## config.mk

```make
export PLATFORM = sky130hd
export DESIGN_NAME = port_out_uart_tx
export DESIGN_NICKNAME = d
export VERILOG_FILES = /design/src/rtl/port_out_uart_tx.sv
export SDC_FILE = /design/constraint.sdc
export NUM_CORES = 1
export LEC_CHECK = 0
export CORE_ASPECT_RATIO = 1.5
export CORE_MARGIN = 2
export CORE_UTILIZATION = 54
export CTS_CLUSTER_SIZE = 20
export DETAILED_ROUTE_END_ITERATION = 12
export GPL_ROUTABILITY_DRIVEN = 0
export PLACE_DENSITY_LB_ADDON = 0.15
export SLEW_MARGIN = 20
export SYNTH_ARGS = -nofsm -noshare
export SYNTH_HDL_FRONTEND = slang
export SYNTH_SLANG_ARGS = --single-unit
```

## constraint.sdc

```tcl
create_clock -name clk -period 2.43 [get_ports clk]
set_clock_uncertainty 0.2 [all_clocks]
set_input_delay 0.243 -clock clk [delete_from_list [all_inputs] [get_ports clk]]
set_output_delay 0.243 -clock clk [all_outputs]
set_load 0.02 [all_outputs]
```

## src/rtl/port_out_uart_tx.sv

```systemverilog
// Buffers 32-bit PortOut words in a small FIFO and serialises each one as four
// 8N1 UART frames, low byte first, on a registered tx line.
module port_out_uart_tx #(
    parameter int unsigned CLKS_PER_BIT = 434,
    parameter int unsigned FIFO_DEPTH   = 4
) (
    input  logic        clk,
    input  logic        reset,
    input  logic        word_valid,
    input  logic [31:0] word_in,
    output logic        word_ready,
    output logic        tx,
    output logic        busy,
    output logic        overflow
);

    localparam int unsigned PtrW   = (FIFO_DEPTH > 1) ? $clog2(FIFO_DEPTH) : 1;
    localparam int unsigned CntW   = $clog2(FIFO_DEPTH + 1);
    localparam int unsigned TimerW = (CLKS_PER_BIT > 1) ? $clog2(CLKS_PER_BIT) : 1;

    localparam logic [CntW-1:0]   FullCount = CntW'(FIFO_DEPTH);
    localparam logic [TimerW-1:0] TimerLast = TimerW'(CLKS_PER_BIT - 1);

    typedef enum logic [1:0] {StIdle, StStart, StData, StStop} state_e;

    // FIFO storage and bookkeeping
    logic [31:0]     mem_q [FIFO_DEPTH];
    logic [PtrW-1:0] wr_ptr_q, rd_ptr_q;
    logic [CntW-1:0] count_q, count_d;
    logic            overflow_q;
    logic            full, empty, push, pop;

    // Transmitter state
    state_e            state_q, state_d;
    logic [TimerW-1:0] timer_q, timer_d;
    logic [2:0]        bit_idx_q, bit_idx_d;
    logic [1:0]        byte_idx_q, byte_idx_d;
    logic [31:0]       shift_q, shift_d;
    logic              tx_q, tx_d;
    logic              timer_last;

    assign full       = (count_q == FullCount);
    assign empty      = (count_q == '0);
    assign word_ready = ~full;
    // full comes from the registered count, so a word offered while full is
    // dropped even if the transmitter pops in the same cycle.
    assign push       = word_valid & ~full;
    assign timer_last = (timer_q == TimerLast);

    always_comb begin
        count_d = count_q;
        if (push && !pop) begin
            count_d = count_q + CntW'(1);
        end else if (!push && pop) begin
            count_d = count_q - CntW'(1);
        end
    end

    always_ff @(posedge clk) begin
        if (reset) begin
            wr_ptr_q   <= '0;
            rd_ptr_q   <= '0;
            count_q    <= '0;
            overflow_q <= 1'b0;
        end else begin
            if (push) begin
                wr_ptr_q <= wr_ptr_q + PtrW'(1);
            end
            if (pop) begin
                rd_ptr_q <= rd_ptr_q + PtrW'(1);
            end
            count_q <= count_d;
            if (word_valid && full) begin
                overflow_q <= 1'b1;
            end
        end
    end

    always_ff @(posedge clk) begin
        if (push && !reset) begin
            mem_q[wr_ptr_q] <= word_in;
        end
    end

    // State register
    always_ff @(posedge clk) begin
        if (reset) begin
            state_q    <= StIdle;
            timer_q    <= '0;
            bit_idx_q  <= '0;
            byte_idx_q <= '0;
            shift_q    <= '0;
            tx_q       <= 1'b1;
        end else begin
            state_q    <= state_d;
            timer_q    <= timer_d;
            bit_idx_q  <= bit_idx_d;
            byte_idx_q <= byte_idx_d;
            shift_q    <= shift_d;
            tx_q       <= tx_d;
        end
    end

    // Next-state logic
    always_comb begin
        state_d    = state_q;
        timer_d    = timer_q;
        bit_idx_d  = bit_idx_q;
        byte_idx_d = byte_idx_q;
        shift_d    = shift_q;
        unique case (state_q)
            StIdle: begin
                if (!empty) begin
                    state_d    = StStart;
                    shift_d    = mem_q[rd_ptr_q];
                    byte_idx_d = '0;
                    bit_idx_d  = '0;
                    timer_d    = '0;
                end
            end
            StStart: begin
                if (timer_last) begin
                    timer_d   = '0;
                    bit_idx_d = '0;
                    state_d   = StData;
                end else begin
                    timer_d = timer_q + TimerW'(1);
                end
            end
            StData: begin
                if (timer_last) begin
                    timer_d = '0;
                    // After eight shifts the next byte sits in the low bits.
                    shift_d = {1'b0, shift_q[31:1]};
                    if (bit_idx_q == 3'd7) begin
                        bit_idx_d = '0;
                        state_d   = StStop;
                    end else begin
                        bit_idx_d = bit_idx_q + 3'd1;
                    end
                end else begin
                    timer_d = timer_q + TimerW'(1);
                end
            end
            StStop: begin
                if (timer_last) begin
                    timer_d = '0;
                    if (byte_idx_q == 2'd3) begin
                        state_d = StIdle;
                    end else begin
                        byte_idx_d = byte_idx_q + 2'd1;
                        state_d    = StStart;
                    end
                end else begin
                    timer_d = timer_q + TimerW'(1);
                end
            end
            default: state_d = StIdle;
        endcase
    end

    // Output logic; tx is registered so the line lags the state by one cycle.
    always_comb begin
        tx_d = 1'b1;
        pop  = 1'b0;
        unique case (state_q)
            StIdle:  pop  = ~empty;
            StStart: tx_d = 1'b0;
            StData:  tx_d = shift_q[0];
            StStop:  tx_d = 1'b1;
            default: tx_d = 1'b1;
        endcase
    end

    assign tx       = tx_q;
    assign busy     = (state_q != StIdle) | ~empty;
    assign overflow = overflow_q;

endmodule

```

Run 1, logic cells by family:
The bar under the picture is 20 µm long.
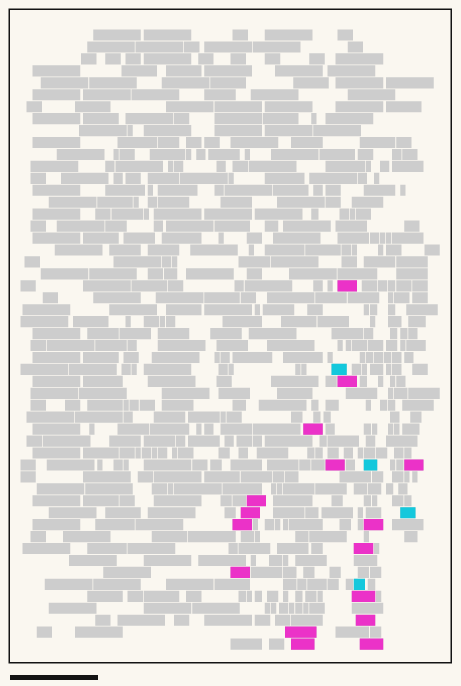
[non-inverting ao/oa cells] cyan | cells: 4 | where: south-east
[fa/ha/maj cells] magenta | cells: 16 | where: south-east

Run 1, sizing map:
The bar under the picture is 20 µm long.
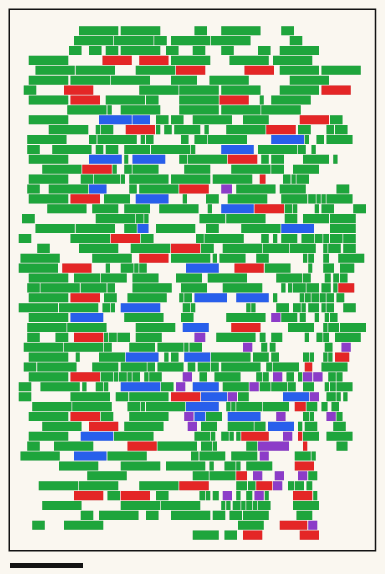
[_2 cells] red | cells: 47 | share: 8.4% | most used: mux4_2
[_0 and _1 cells] green | cells: 456 | share: 82% | most used: edfxtp_1
[_3 and _4 cells] purple | cells: 27 | share: 4.8% | most used: buf_4
[_6 and larger] blue | cells: 29 | share: 5.2% | most used: clkbuf_16

Run 1, congestion heat map:
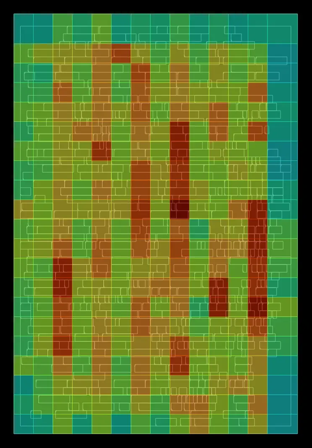
grt met1 use: 24.6%
All-Layer GR Usage: 20.4%

run 1: power breakdown:
part / total [mW] / switching (mW) / internal (mW) / leakage [nW]
Clock: 2.71 / 1.13 / 1.58 / 0.278
Sequential: 3.91 / 0.168 / 3.74 / 1.65
Combinational: 2.36 / 1.25 / 1.12 / 1.03
run 1: registers in the layout, summed over array words and instances, names as in the netlist, named ones only:
name	flops
count_q	3
wr_ptr_q	2
byte_idx_q	2
shift_q	32
rd_ptr_q	2
tx	1
state_q	2
overflow	1
mem_q	128
timer_q	9
bit_idx_q	3
run 1: path summary, 6_finish.rpt:
path         depth (start not counted)         from      endpoint
max                                  2   count_q[2]    word_ready
min                                  1  word_in[25]  mem_q[2][25]
max reg2reg                          9   state_q[0]    count_q[2]
min reg2reg                          2  shift_q[31]   shift_q[31]
==> notes.md, run 1 <==
Physical implementation.

- The half-perimeter wire length after detailed placement is 8550 µm.
- The count of pins over their slew limit is 0.
- The synthesized netlist devotes around 6% of its cell area to compound gates.
- The overall die width is 100 µm.
- STA classifies the critical path startpoint as a flip-flop.
- The global routing's busiest layer is met2.
- TritonCTS built the clock tree.
- The met2 track demand over resource is 36.3%.
- The post-synthesis net count is 538.
- The largest voltage drop on the vdd net is 0.626 mV.
- The cell count after placement is 688.
- The flow ran to the end, and the final reports show no timing, DRC or antenna violations.
- The uppermost layer routed is met4.
- The class occupying the most area after layout is reported as registers.
- The number of buffers on the longest clock path is 2.
- The total wire length is 14,000 µm.
- The peak fanout along the critical path is 6.
- The post-synthesis instance total is 487.
- The startpoint-to-endpoint class of the critical path is flip-flop to output port.
- Ranked by instance count, the synthesized netlist is headed by sky130_fd_sc_hd__edfxtp_1, sky130_fd_sc_hd__dfxtp_1, sky130_fd_sc_hd__nand2_1.
- Leaving out the clock tree, the finished layout contains an inverter count of 13.
- The final core utilization is 65.4%.
- STA on the placed design reports a worst setup slack of -0.0479 ns.
- Of all the cell area in the finished design, non-clock buffers hold 7.51%.
- The design draws 8.98 mW.
- The fraction of standard cell area in multi-input logic is a little over a quarter.
- Leaving out filler cells and counting taps, the final layout contains 721.
==> run 2, diff against run 1 <==
--- a/config.mk
+++ b/config.mk
@@ -12,7 +12,6 @@
 export DETAILED_ROUTE_END_ITERATION = 12
 export GPL_ROUTABILITY_DRIVEN = 0
 export PLACE_DENSITY_LB_ADDON = 0.15
-export SLEW_MARGIN = 20
 export SYNTH_ARGS = -nofsm -noshare
 export SYNTH_HDL_FRONTEND = slang
 export SYNTH_SLANG_ARGS = --single-unit
Run 2, sizing map:
The bar under the picture is 20 µm long.
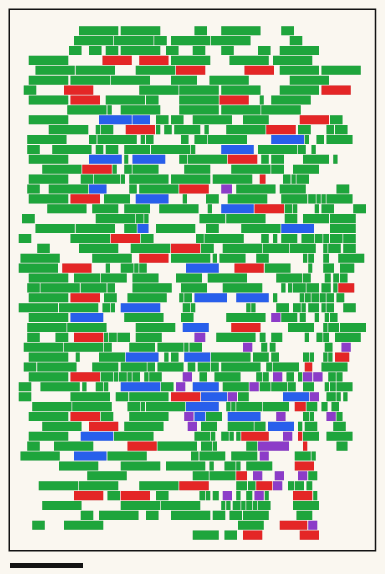
final std cell area, no fill: 8850 µm²
P&R area growth vs syn: 17.7%
Signal buffers: 66
final critical-path setup slack: 0.0995 ns

==> run 2 against run 1 <==
Net effect: sequential power about the same; critical endpoint unchanged; flip-flop count unchanged; register-to-register slack about the same; cell count unchanged; area after synthesis unchanged; non-clock buffer count unchanged; routed wire length unchanged; power unchanged; design area unchanged; largest cell class unchanged; via count unchanged; hold slack unchanged; first-iteration DRC count unchanged.
==> notes.md, run 2 <==
Physical implementation.

- By area, the class that comes first in the final layout consists of registers.
- The final report lists a non-filler cell total of 721.
- The final report gives the core utilization as between 60% and 70%.
- The number of buffers on the longest clock path is 2.
- The source of the worst register-to-register timing path is state_q[0].
- The peak fanout along the critical path is 6.
- The launch point of the worst hold path is word_in[25].
- The met2 track demand over resource is 36.3%.
- The layer flagged by global routing as most heavily used is met2.
- The reg-to-reg endpoint is count_q[2].
- After detailed routing, the total wire length is 14,000 µm.
- Summed over all routing layers, the global router reports a total usage of 20.4%.
- The run finished with clean final reports.
- The number of logic stages on the critical path including buffering is 2.
- The startpoint-to-endpoint class of the critical path is flip-flop to output port.
- The worst hold path terminates at mem_q[2][25].
- The count of non-CTS inverters in the layout is 13.
- TritonCTS built the clock tree.
- In the hold timing report, the worst path depth is 1.
- The register with the most flip-flops in the layout has about 130 of them.
- The fraction of final cell area spent on non-clock buffers in this run is 7.51%.
- Counting flops per register, the top entry is mem_q.
- The half-perimeter wire length after detailed placement is 8550 µm.
- The worst setup path is launched from a flip-flop.
- The worst register-to-register path has a depth of 9.
## run 2: cell counts after synthesis
No cell type changed its count.
## run 2: power by group
group          switching [mW]  internal (mW)  total (mW)
clock                    1.13           1.58        2.71
sequential              0.168           3.74        3.91
combinational            1.25           1.12        2.36
## run 2: kinds of logic after synthesis
group	share of synthesized area [%]
AOI/OAI and AO/OA	5.98
and+or+nand+nor	6.57
DFF	66.8
muxes	14.8
buffers and inverters	2.46
adders and majority gates	2.76
xor gates and xnor gates	0.583
## run 2: what timing repair did
| item | in CTS | in global routing |
|---|---|---|
| buffers inserted | 1 | 0 |
| endpoints found under the hold margin | 0 | 0 |
| setup endpoints to repair | 2 | 22 |
| hold buffers | 0 | 0 |
| pin swaps | 1 | 0 |
| gates resized | 3 | 2 |
Power is estimated from default activity; no workload was simulated.
